$ cat src/rtl/lsu_pkg.sv
// ---------------------------------------------------------------------------
// lsu_pkg
//   Shared definitions for the load/store unit:
//     - access size encodings (mem_size_in / dm_size_out)
//     - FSM state enum for the read-modify-write sequencer
//     - lane_sel(): physical byte lane holding the low byte of a sub-word
//       access, for either byte ordering
// ---------------------------------------------------------------------------
package lsu_pkg;

  localparam logic [1:0] SZ_BYTE    = 2'b00;
  localparam logic [1:0] SZ_HALF    = 2'b01;
  localparam logic [1:0] SZ_ILLEGAL = 2'b10;
  localparam logic [1:0] SZ_WORD    = 2'b11;

  typedef enum logic {
    LSU_IDLE      = 1'b0,
    LSU_RMW_WRITE = 1'b1
  } lsu_state_e;

  // Returns the physical lane (0 = bits [7:0]) of the least significant
  // byte of the addressed item. Big-endian byte k lives in lane 3-k, and a
  // big-endian halfword at offset 0 occupies the upper lanes (2 and 3).
  function automatic logic [1:0] lane_sel(input logic [1:0] addr_lo,
                                          input logic [1:0] size,
                                          input logic       big_endian);
    logic [1:0] lane;
    lane = 2'b00;
    case (size)
      SZ_BYTE: lane = big_endian ? ~addr_lo : addr_lo;
      SZ_HALF: lane = big_endian ? {~addr_lo[1], 1'b0} : {addr_lo[1], 1'b0};
      default: lane = 2'b00;
    endcase
    return lane;
  endfunction

endpackage

$ cat src/rtl/lsu_lane_align.sv
// ---------------------------------------------------------------------------
// lsu_lane_align
//   Combinational byte-lane datapath shared by the load and RMW paths.
//   Ports:
//     word_in     - full memory word (data_memory read data)
//     store_data  - right-justified store data
//     size        - access size (SZ_BYTE / SZ_HALF / word otherwise)
//     lane        - physical lane of the item's least significant byte
//     signed_ext  - sign-extend sub-word load results
//     load_data   - extracted and extended load result
//     merged_word - word_in with the store item inserted at its lane
// ---------------------------------------------------------------------------
module lsu_lane_align
  import lsu_pkg::*;
(
  input  logic [31:0] word_in,
  input  logic [31:0] store_data,
  input  logic [1:0]  size,
  input  logic [1:0]  lane,
  input  logic        signed_ext,
  output logic [31:0] load_data,
  output logic [31:0] merged_word
);

  logic [4:0]  shamt;
  logic [15:0] lane_bits;
  logic [31:0] lane_mask;

  assign shamt     = {lane, 3'b000};
  // Only the low 16 bits of the shifted word can ever be needed.
  assign lane_bits = 16'(word_in >> shamt);
  assign lane_mask = (size == SZ_BYTE) ? 32'h0000_00ff : 32'h0000_ffff;

  always_comb begin
    load_data   = word_in;
    merged_word = store_data;
    case (size)
      SZ_BYTE: begin
        load_data   = {{24{signed_ext & lane_bits[7]}}, lane_bits[7:0]};
        merged_word = (word_in & ~(lane_mask << shamt))
                    | ((store_data & lane_mask) << shamt);
      end
      SZ_HALF: begin
        load_data   = {{16{signed_ext & lane_bits[15]}}, lane_bits};
        merged_word = (word_in & ~(lane_mask << shamt))
                    | ((store_data & lane_mask) << shamt);
      end
      default: begin
        load_data   = word_in;
        merged_word = store_data;
      end
    endcase
  end

endmodule

$ cat src/rtl/load_store_unit.sv
// ---------------------------------------------------------------------------
// load_store_unit
//   Bridges the pipeline MEM stage to a word-only data_memory. Loads of any
//   size complete in the same cycle; sub-word stores perform a two-cycle
//   read-modify-write (stall on the read cycle), except in the MMIO region
//   where the item is written zero-extended in a single cycle.
//
//   Build option: define LSU_MISALIGN_TRAP_EN to report misaligned or
//   illegal-size accesses on misaligned_out (no memory traffic). Without it
//   addresses are force-aligned and size 2'b10 behaves as a word.
//
//   Ports:
//     clock, reset      - clock, synchronous active-high reset
//     mem_*_in          - pipeline request (write wins over read)
//     mem_rdata_out     - extended load result
//     stall_out         - pipeline must hold its mem_* inputs
//     misaligned_out    - access faulted
//     dm_*_out          - word access to data_memory (size always word)
//     dm_rdata_in       - combinational read data from data_memory
// ---------------------------------------------------------------------------
module load_store_unit
  import lsu_pkg::*;
#(
  parameter logic [15:0] MMIO_PREFIX = 16'hffff,
  parameter bit          BIG_ENDIAN  = 1'b1
) (
  input  logic        clock,
  input  logic        reset,
  input  logic        mem_read_in,
  input  logic        mem_write_in,
  input  logic [1:0]  mem_size_in,
  input  logic        mem_signed_in,
  input  logic [31:0] mem_addr_in,
  input  logic [31:0] mem_wdata_in,
  output logic [31:0] mem_rdata_out,
  output logic        stall_out,
  output logic        misaligned_out,
  output logic [31:0] dm_addr_out,
  output logic [31:0] dm_wdata_out,
  output logic        dm_re_out,
  output logic        dm_we_out,
  output logic [1:0]  dm_size_out,
  input  logic [31:0] dm_rdata_in
);

  lsu_state_e  state_reg, state_next;
  logic [31:0] merge_q, merge_next;

  logic        misaligned;
  logic [1:0]  eff_size;
  logic [31:0] eff_addr;
  logic        is_mmio;
  logic        is_subword;
  logic [1:0]  lane;
  logic [31:0] load_data;
  logic [31:0] merged_word;
  logic [31:0] mmio_wdata;

`ifdef LSU_MISALIGN_TRAP_EN
  assign misaligned = ((mem_size_in == SZ_HALF) && mem_addr_in[0])
                    || ((mem_size_in == SZ_WORD) && (mem_addr_in[1:0] != 2'b00))
                    || (mem_size_in == SZ_ILLEGAL);
  assign eff_size   = mem_size_in;
  assign eff_addr   = mem_addr_in;
`else
  assign misaligned = 1'b0;
  assign eff_size   = (mem_size_in == SZ_ILLEGAL) ? SZ_WORD : mem_size_in;
  always_comb begin
    eff_addr = mem_addr_in;
    case (eff_size)
      SZ_HALF: eff_addr = {mem_addr_in[31:1], 1'b0};
      SZ_WORD: eff_addr = {mem_addr_in[31:2], 2'b00};
      default: eff_addr = mem_addr_in;
    endcase
  end
`endif

  assign is_mmio    = (mem_addr_in[31:16] == MMIO_PREFIX);
  assign is_subword = (eff_size == SZ_BYTE) || (eff_size == SZ_HALF);
  assign lane       = lane_sel(eff_addr[1:0], eff_size, BIG_ENDIAN);
  // MMIO devices see sub-word data in the low bits regardless of lane.
  assign mmio_wdata = (eff_size == SZ_BYTE) ? {24'h0, mem_wdata_in[7:0]}
                                            : {16'h0, mem_wdata_in[15:0]};

  lsu_lane_align u_lane_align (
    .word_in     (dm_rdata_in),
    .store_data  (mem_wdata_in),
    .size        (eff_size),
    .lane        (lane),
    .signed_ext  (mem_signed_in),
    .load_data   (load_data),
    .merged_word (merged_word)
  );

  always_ff @(posedge clock) begin
    if (reset) begin
      state_reg <= LSU_IDLE;
      merge_q   <= 32'h0;
    end else begin
      state_reg <= state_next;
      merge_q   <= merge_next;
    end
  end

  always_comb begin
    state_next     = state_reg;
    merge_next     = merge_q;
    mem_rdata_out  = 32'h0;
    stall_out      = 1'b0;
    misaligned_out = 1'b0;
    dm_addr_out    = 32'h0;
    dm_wdata_out   = 32'h0;
    dm_re_out      = 1'b0;
    dm_we_out      = 1'b0;
    dm_size_out    = SZ_WORD;

    // Every output except the size stays quiet during reset, which also
    // suppresses a pending RMW write.
    if (!reset) begin
      dm_addr_out = {eff_addr[31:2], 2'b00};
      case (state_reg)
        LSU_IDLE: begin
          if (mem_write_in || mem_read_in) begin
            if (misaligned) begin
              misaligned_out = 1'b1;
            end else if (mem_write_in) begin
              if (!is_subword) begin
                dm_we_out    = 1'b1;
                dm_wdata_out = mem_wdata_in;
              end else if (is_mmio) begin
                dm_we_out    = 1'b1;
                dm_wdata_out = mmio_wdata;
              end else begin
                // Read phase: merge against the live read data and keep
                // the pipeline held for the write phase.
                dm_re_out  = 1'b1;
                stall_out  = 1'b1;
                merge_next = merged_word;
                state_next = LSU_RMW_WRITE;
              end
            end else begin
              dm_re_out     = 1'b1;
              mem_rdata_out = load_data;
            end
          end
        end
        LSU_RMW_WRITE: begin
          dm_we_out    = 1'b1;
          dm_wdata_out = merge_q;
          state_next   = LSU_IDLE;
        end
        default: state_next = LSU_IDLE;
      endcase
    end
  end

endmodule

$ cat config.mk
export PLATFORM = sky130hd
export DESIGN_NAME = load_store_unit
export DESIGN_NICKNAME = d
export VERILOG_FILES = /design/src/rtl/lsu_pkg.sv /design/src/rtl/lsu_lane_align.sv /design/src/rtl/load_store_unit.sv
export SDC_FILE = /design/constraint.sdc
export NUM_CORES = 1
export LEC_CHECK = 0
export CAP_MARGIN = 20
export CORE_ASPECT_RATIO = 0.6
export CORE_MARGIN = 1.5
export CORE_UTILIZATION = 41
export DETAILED_ROUTE_END_ITERATION = 8
export PLACE_DENSITY_LB_ADDON = 0.15
export SLEW_MARGIN = 20
export SYNTH_ARGS = -nofsm -noshare
export SYNTH_HDL_FRONTEND = slang
export SYNTH_SLANG_ARGS = --single-unit
$ cat constraint.sdc
create_clock -name clock -period 7.7 [get_ports clock]
set_input_delay 1.54 -clock clock [delete_from_list [all_inputs] [get_ports clock]]
set_output_delay 1.54 -clock clock [all_outputs]
set_load 0.01 [all_outputs]
### Met1 routing

Supply wires on this layer in grey.
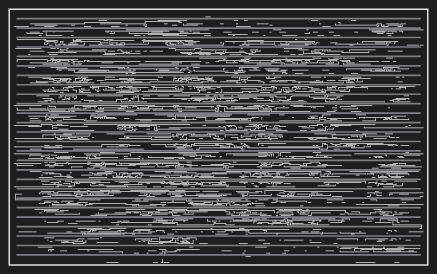
share of all routed wire: 40%
wire length on this layer: 5970 um
longest straight run: 41.9 um

### Met2 routing

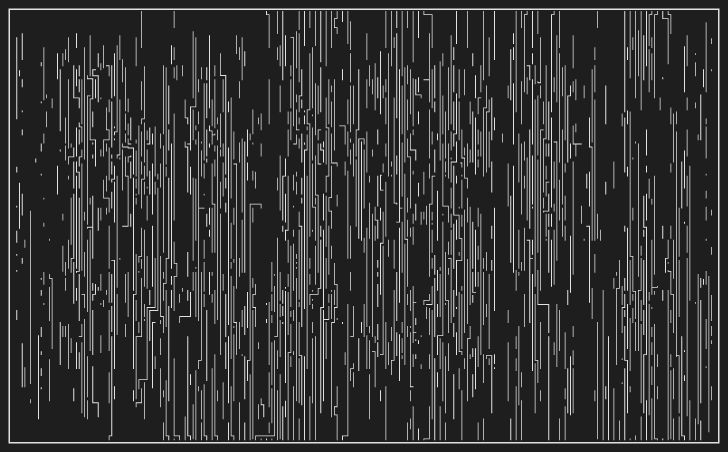
share of all routed wire: 46%
nets with wire on the layer: 646

==> flow_summary.yaml <==
# synthesis and place-and-route metrics
global_routing:
  global_route.usage.met1: 0.446
  grtUsageMet3: 0.0648
  grt_first_pass_wirelength_mm: 22.7
  first_global_vias: 4192
  aggregate_global_route_resource_usage: 0.328
  overflow: 0
yosys:
  synth-edff-count: 0
  area_leaders: "sky130_fd_sc_hd__dfxtp_1 20%, sky130_fd_sc_hd__nor2_1 10%, sky130_fd_sc_hd__nor2b_1 6.7%, sky130_fd_sc_hd__a22oi_1 5.4%, sky130_fd_sc_hd__a21oi_1 4.8%"
  compound_area_frac: 0.392
  top_cell_area_share: 0.196
  ys_area_um2: 3370
  synth_async_sr_flop_share: 0
  post_synth_inst_count: 500
  common_cells: "91 x sky130_fd_sc_hd__nor2_1, 41 x sky130_fd_sc_hd__clkbuf_1, 36 x sky130_fd_sc_hd__nor2b_1"
  yosys-mux-area-fraction: 0.00297
  synthDominantAreaCellType: "sky130_fd_sc_hd__dfxtp_1"
pwr:
  sequentialPower_uw: 189
  switching_power_total_uw: 213
  combPwrFrac: 0.401
run_status:
  outcome: "completed"
cts:
  clock-sinks: 33
  cts.hold.buffers_added: 0
cells_and_area:
  area.sequential_um2: 661
  final_cells: 767
  nFillCells: 677
  finalInstanceArea_um2: 5440
  clock_cell_area_share: 0.0262
worst_setup_path:
  startpoint_type: "input port"
  worstPathBufferInverterCount: 3
  critical_path_cell_count: 8
  worst_path_largest_cell_delay_ns: 0.71
  class_of_the_most_critical_setup_path: "input port to output port"
placed_design:
  hpwlAfterDp_mm: 11.4
  post-place-ws_ns: 1.37
  finalWeightedCongestion: 0.953
timing:
  final-setup-viol-count: 0
  grt_setup_unrepaired: "no"
  slew_viol_final: 0
  timing_hold_violations_final: 0
drt:
  amount_of_wire_on_met3_after_detailed_routing_mm: 1.88
  vias_per_cell: 6.05
  maxUsedRoutingLayer: "met4"
  route.detailed.wl_per_inst_um: 19.3
  length_of_routed_wiring_on_met1_mm: 5.97
floorplan:
  pin_count: 205
  floorplan.tapcells: 108
  die_area_um2: 8780
hold_path:
  hold_path_class: "register to register"
  number_of_instances_on_the_worst_hold_path: 2
Power and IR drop assume default switching activity.
